==> src/rtl/if_fetch_unit.sv <==
// Instruction-fetch stage: issues req/ack reads at pc_curr, drives PCWrite,
// and owns the IF/ID register. A one-entry hold buffer parks a word that
// arrived while ID was stalled, so nothing is lost or fetched twice.
module if_fetch_unit #(
    parameter int unsigned     WORD  = 32,
    parameter logic [WORD-1:0] NOP   = '0,
    parameter int unsigned     CNT_W = 16
) (
    input  logic             clk,
    input  logic             rst_n,
    input  logic [WORD-1:0]  pc_curr,
    output logic             pc_write,
    output logic             imem_req,
    output logic [WORD-1:0]  imem_addr,
    input  logic             imem_ack,
    input  logic [WORD-1:0]  imem_rdata,
    input  logic             id_stall,
    input  logic             flush,
    output logic [WORD-1:0]  ifid_instr,
    output logic [WORD-1:0]  ifid_pc4,
    output logic             ifid_valid,
    output logic [CNT_W-1:0] bubble_cnt
);

    typedef enum logic [0:0] {StFetch, StHold} state_e;

    state_e           state_q;
    logic [WORD-1:0]  hold_instr_q;
    logic [WORD-1:0]  hold_pc4_q;
    logic [WORD-1:0]  ifid_instr_q;
    logic [WORD-1:0]  ifid_pc4_q;
    logic             ifid_valid_q;
    logic [CNT_W-1:0] bubble_cnt_q;

    logic [WORD-1:0]  pc_plus4;
    logic             fetching;
    logic             bubble;
    logic             cnt_max;

    // PC+4 wraps modulo 2^WORD; bubbles come from flushes or unacked fetches into a free ID.
    always_comb begin
        pc_plus4 = pc_curr + WORD'(4);
        fetching = (state_q == StFetch);
        bubble   = flush | (fetching & ~imem_ack & ~id_stall);
        cnt_max  = &bubble_cnt_q;
    end

    // Handshake outputs; both forced low while reset is asserted.
    always_comb begin
        imem_addr = pc_curr;
        imem_req  = rst_n & fetching;
        pc_write  = rst_n & (flush | (fetching & imem_ack));
    end

    // FSM, hold buffer, IF/ID register and saturating bubble counter.
    always_ff @(posedge clk or negedge rst_n) begin
        if (!rst_n) begin
            state_q      <= StFetch;
            hold_instr_q <= NOP;
            hold_pc4_q   <= '0;
            ifid_instr_q <= NOP;
            ifid_pc4_q   <= '0;
            ifid_valid_q <= 1'b0;
            bubble_cnt_q <= '0;
        end else begin
            if (bubble && !cnt_max) begin
                bubble_cnt_q <= bubble_cnt_q + {{(CNT_W-1){1'b0}}, 1'b1};
            end
            if (flush) begin
                // Redirect: drop both the incoming word and anything parked.
                state_q      <= StFetch;
                hold_instr_q <= NOP;
                hold_pc4_q   <= '0;
                ifid_instr_q <= NOP;
                ifid_pc4_q   <= '0;
                ifid_valid_q <= 1'b0;
            end else if (fetching) begin
                if (imem_ack && !id_stall) begin
                    ifid_instr_q <= imem_rdata;
                    ifid_pc4_q   <= pc_plus4;
                    ifid_valid_q <= 1'b1;
                end else if (imem_ack) begin
                    // PC already moved past this word, so it must be parked.
                    hold_instr_q <= imem_rdata;
                    hold_pc4_q   <= pc_plus4;
                    state_q      <= StHold;
                end else if (!id_stall) begin
                    ifid_instr_q <= NOP;
                    ifid_pc4_q   <= '0;
                    ifid_valid_q <= 1'b0;
                end
            end else if (!id_stall) begin
                ifid_instr_q <= hold_instr_q;
                ifid_pc4_q   <= hold_pc4_q;
                ifid_valid_q <= 1'b1;
                state_q      <= StFetch;
            end
        end
    end

    assign ifid_instr = ifid_instr_q;
    assign ifid_pc4   = ifid_pc4_q;
    assign ifid_valid = ifid_valid_q;
    assign bubble_cnt = bubble_cnt_q;

endmodule

==> config.mk <==
export PLATFORM = sky130hd
export DESIGN_NAME = if_fetch_unit
export DESIGN_NICKNAME = d
export VERILOG_FILES = /design/src/rtl/if_fetch_unit.sv
export SDC_FILE = /design/constraint.sdc
export NUM_CORES = 1
export LEC_CHECK = 0
export ABC_AREA = 0
export CAP_MARGIN = 20
export CORE_UTILIZATION = 49
export DETAILED_ROUTE_END_ITERATION = 6
export PLACE_DENSITY_LB_ADDON = 0.2
export SLEW_MARGIN = 20
export SYNTH_ARGS = -nofsm -noshare
export SYNTH_HDL_FRONTEND = slang
export SYNTH_SLANG_ARGS = --single-unit
export TNS_END_PERCENT = 5
==> constraint.sdc <==
create_clock -name clk -period 2.1 [get_ports clk]
set_input_delay 0.21 -clock clk [delete_from_list [all_inputs] [get_ports clk]]
set_output_delay 0.21 -clock clk [all_outputs]
set_load 0.05 [all_outputs]
Run 1, met3 routing:
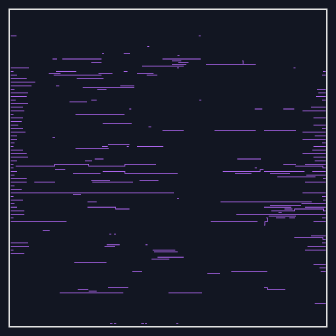
- share of all routed wire: 6.8%
- longest straight run: 61.9 um
- main direction: horizontal
- nets with wire on the layer: 153
GR Layer Usage met3: 5.71%
Total Wirelength: 18400 um
via count: 6024

Run 1, I/O nets highlighted:
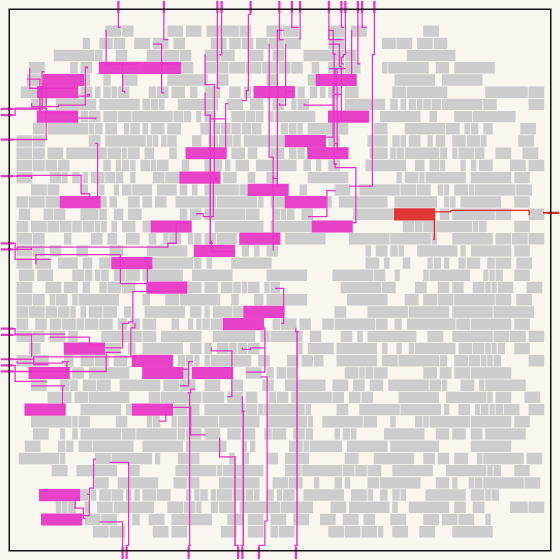
- red: `ifid_valid` (bits 1; direction output; end cells 1; buffers 1; wire 28.7 um)
- magenta: `ifid_pc4` (bits 32; direction output; end cells 32; buffers 32; wire 1320 um)
I/O pins: 184
number of port buffers: 183

Run 1, routed metal per tile:
24 x 24 tiles, from black (low) to pale yellow (high), scaled to the fullest tile. Values are wire area over tile area, all layers added.
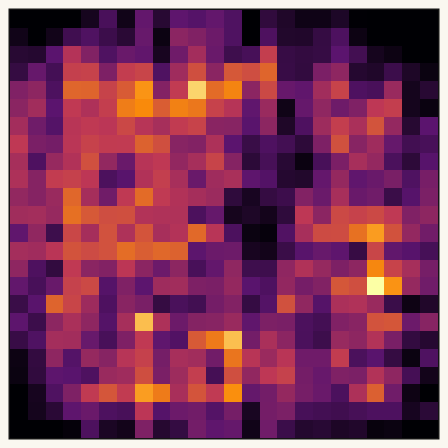
- emptiest ninth of the die: upper right
- tiles over half the peak: 20%
- densest ninth of the die: middle left
- fullest tile: 0.64

Run 1, cell placement:
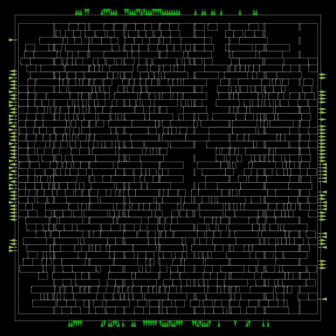
fin cells: 1049
Tap Count: 176

==> results.toml, run 1 <==
# synthesis and place-and-route metrics
[pwr]
maxPowerGroup = "clock"
pwr-share-clk_pct = 42.1
power_switching_mw = 2.45
p_leak_nw = 4.18

[cts]
ctsHoldBuffers = 1
root_buffer = "clkbuf_16"
cts.sinks = 146

[global_routing]
met2_usage_pct = 42.9
grt_busiest_layer = "met2"
antenna_found_initial = 0

[synthesis]
synth_cell_types = 42
top_cell_area_share_pct = 53.3
ff_type = "dfrtp_1"
yosys_area_mm2 = 0.00686
ys_seq_share_pct = 53.3
top_logic_kind = "AND-OR/OR-AND gates"
ys_sh_mux_pct = 0.328
edf_count = 0

[drt]
met3WireLength_um = 1260
wl_met1_um = 7560
drt_iter0_drc = 559
via_per_inst = 5.74
ant_nets = 0
drt-wirelength-per-cell_um = 17.6
first_pass_iters = 5

[layout]
final.signal_buffer_count = 232
fin_util_pct = 70.9
syn2layout_area_growth_pct = 39.0
seq_area_mm2 = 0.00366
sh_comb_area_pct = 29.2
drive_gt1_share_pct = 15.2
stdcell_area_mm2 = 0.00954
ff_count = 146

[place]
hpwlAfterDp_um = 12700
pre_cts_ws_ps = 15.1

[critical_path]
worstPathArrival_ps = 1790
r2r_start = "state_q$_DFF_PN0_"
critical_path_buf_inv_count = 2
cp.required_ps = 1890
worst-path-stages = 4

[final_timing]
tightest_slew_ps = 842
finalHoldViolations = 0
finalCriticalPeriod_ps = 2000
setup_ws_ps = 101
rsz0062_at_grt = "false"

[floorplanning]
core_area_mm2 = 0.0135
rows = 42

[outcome]
status = "complete, no violations"

[run]
max-cap-violations = 0
## Run 2: what changed since run 1
--- a/config.mk
+++ b/config.mk
@@ -10,6 +10,7 @@
 export CORE_UTILIZATION = 49
 export DETAILED_ROUTE_END_ITERATION = 6
 export PLACE_DENSITY_LB_ADDON = 0.2
+export SETUP_SLACK_MARGIN = 0.02
 export SLEW_MARGIN = 20
 export SYNTH_ARGS = -nofsm -noshare
 export SYNTH_HDL_FRONTEND = slang
==> constraint.sdc (replaced) <==
create_clock -name clk -period 2.2 [get_ports clk]
set_input_delay 0.22 -clock clk [delete_from_list [all_inputs] [get_ports clk]]
set_output_delay 0.22 -clock clk [all_outputs]
set_load 0.05 [all_outputs]
==> run 2 against run 1 <==
  * Register-to-register slack improved by 110 ps
  * Wire length fell by 3.2%
  * Critical path depth is 1 higher
  * Clock-buffer cell count stayed put
  * Sequential power decreased by 5%
  * Design area down 0.97%
  * Global-route usage down 0.84 points
  * Utilization shrank 0.69 points
  * Synthesized area is the same
  * Setup slack improved by 68 ps
  * Clock skew increased by 2.5 ps
  * Sequential cell count stayed put
==> results.toml, run 2 <==
# synthesis and place-and-route metrics
[place]
pre_cts_ws_ps = 42.2
hpwlAfterDp_um = 12100

[drt]
ant_nets = 0
wl_met1_um = 7750
first_pass_iters = 5
route.vias.total = 5866
via_per_inst = 5.63

[cts]
cts.sinks = 146
root_buffer = "clkbuf_16"

[global_routing]
met2_usage_pct = 41.5
gr-usage-met3_pct = 4.81

[critical_path]
critical_path_buf_inv_count = 3
cp.required_ps = 1980

[final_timing]
tightest_slew_ps = 799
setup_ws_ps = 169
finalHoldViolations = 0
finalCriticalPeriod_ps = 2030

[synthesis]
ys_sh_mux_pct = 0.328
synth_cell_types = 42
ff_type = "dfrtp_1"
ys_seq_share_pct = 53.3
edf_count = 0
top_cell_area_share_pct = 53.3

[layout]
fin_util_pct = 70.2
sh_comb_area_pct = 29.5
seq_area_mm2 = 0.00365
final.signal_buffer_count = 226

[pwr]
p_leak_nw = 4.12
maxPowerGroup = "sequential cells"
power_switching_mw = 2.31

[floorplanning]
ioPinCount = 184
core_area_mm2 = 0.0135
tapCellCount = 176

[outcome]
status = "complete, no violations"

[run]
max-cap-violations = 0
Run 2, routed metal per tile:
24 x 24 tiles, from black (low) to pale yellow (high), scaled to the fullest tile. Values are wire area over tile area, all layers added.
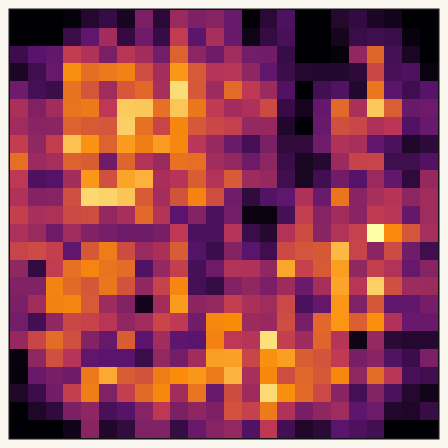
- mean over tiles: 0.20
- fullest tile: 0.49
- tiles over half the peak: 33%
- nearly empty tiles: 5.0%
Total Wirelength: 17800 um
wire length per cell: 17.1 um

## Run 3: what changed since run 2
==> constraint.sdc (replaced) <==
create_clock -name clk -period 2.2 [get_ports clk]
set_input_delay 0.44 -clock clk [delete_from_list [all_inputs] [get_ports clk]]
set_output_delay 0.44 -clock clk [all_outputs]
set_load 0.05 [all_outputs]
==> run 3 against run 2 <==
  * Register-to-register slack got worse by 60 ps
  * Critical path depth decreased by 4
  * Die area unchanged
  * Sequential share of layout area decreased by 2.2 points
==> results.toml, run 3 <==
# synthesis and place-and-route metrics
[critical_path]
worst-path-stages = 1
cp.required_ps = 1760
critPathMaxStageDelay_ps = 830
critPathLaunchType = "register"
critical_path_buf_inv_count = 1
worstPathArrival_ps = 1680
r2r_start = "bubble_cnt[12]$_DFFE_PN0P_"

[worst_hold_path]
hold_class = "in -> reg"
whs_path_depth = 2

[global_routing]
grt_pass1_wl_um = 31000
met2_usage_pct = 44.9
antenna_found_initial = 0
grt_busiest_layer = "met2"
gr-usage-met3_pct = 5.90

[synthesis]
ff_type = "dfrtp_1"
ys_seq_share_pct = 53.3
yosys_area_mm2 = 0.00686
ys_sh_mux_pct = 0.328
synth_warnings = 0
synth_nets = 759
synth_cell_types = 42
edf_count = 0
top_logic_kind = "AND-OR/OR-AND gates"
top_cell_area_share_pct = 53.3
synth.area.top_cells = "dfrtp_1, a22oi_1, a22o_1, nor2_1, xor2_1"

[layout]
fin_cells = 1065
sh_comb_area_pct = 27.8
final.signal_buffer_count = 248
layout.cells.most_common = "dfrtp_1"
ff_count = 146
syn2layout_area_growth_pct = 45.9
seq_area_mm2 = 0.00365
stdcell_area_mm2 = 0.0100
inverters_excl_clock = 7
largestClassByArea = "sequential cells"
drive_gt1_share_pct = 16.3
logic_area_mm2 = 0.00278

[place]
hpwlAfterDp_um = 13000
pre_cts_ws_ps = -126
io_buffers = 183

[final_timing]
max_freq_mhz = 473
tightest_slew_ps = 750
hold_slack_ps = 362
finalHoldViolations = 0
setup_ws_ps = 84.8
drv_slew = 0
rsz0062_at_grt = "false"
finalCriticalPeriod_ps = 2120

[drt]
drt-wirelength-per-cell_um = 17.9
top_layer = "met4"
via_per_inst = 5.70
first_pass_iters = 5
route.vias.total = 6073
routed_wl_um = 19100
wl_met1_um = 7940
drt_iter0_drc = 508
ant_nets = 0
met3WireLength_um = 1100

[cts]
cts.sinks = 146
clk_path_buf_depth = 2
ctsHoldBuffers = 1
cts_setup_buffers = 0
cts_buffers = 17
cts.clk_slew.worst_paths_ps = 60
htreeDepth = 4
root_buffer = "clkbuf_16"

[floorplanning]
rows = 42
ioPinCount = 184
die_y_um = 120
tapCellCount = 176
die_w_um = 120
core_area_mm2 = 0.0135

[pwr]
power_frac_seq_pct = 38.8
p_leak_nw = 4.44
p_int_mw = 5.46
power_switching_mw = 2.33
pwr-share-clk_pct = 38.4
maxPowerGroup = "sequential cells"
vdd_drop_max_uv = 540

[outcome]
status = "complete, no violations"

[run]
max-cap-violations = 0
Run 3, sequential cells coloured by netlist name:
Other sequential cells in the stronger grey, the rest of the logic in the fainter grey.
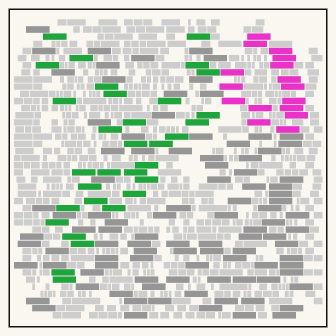
- magenta: `bubble_cnt` (placed flops 16; where upper right)
- green: `hold_pc4_q` (placed flops 32)
Seq area share: 36.5%
utilization after layout: 74.4%

No activity file was given, so power comes from the tool's default toggle rates.
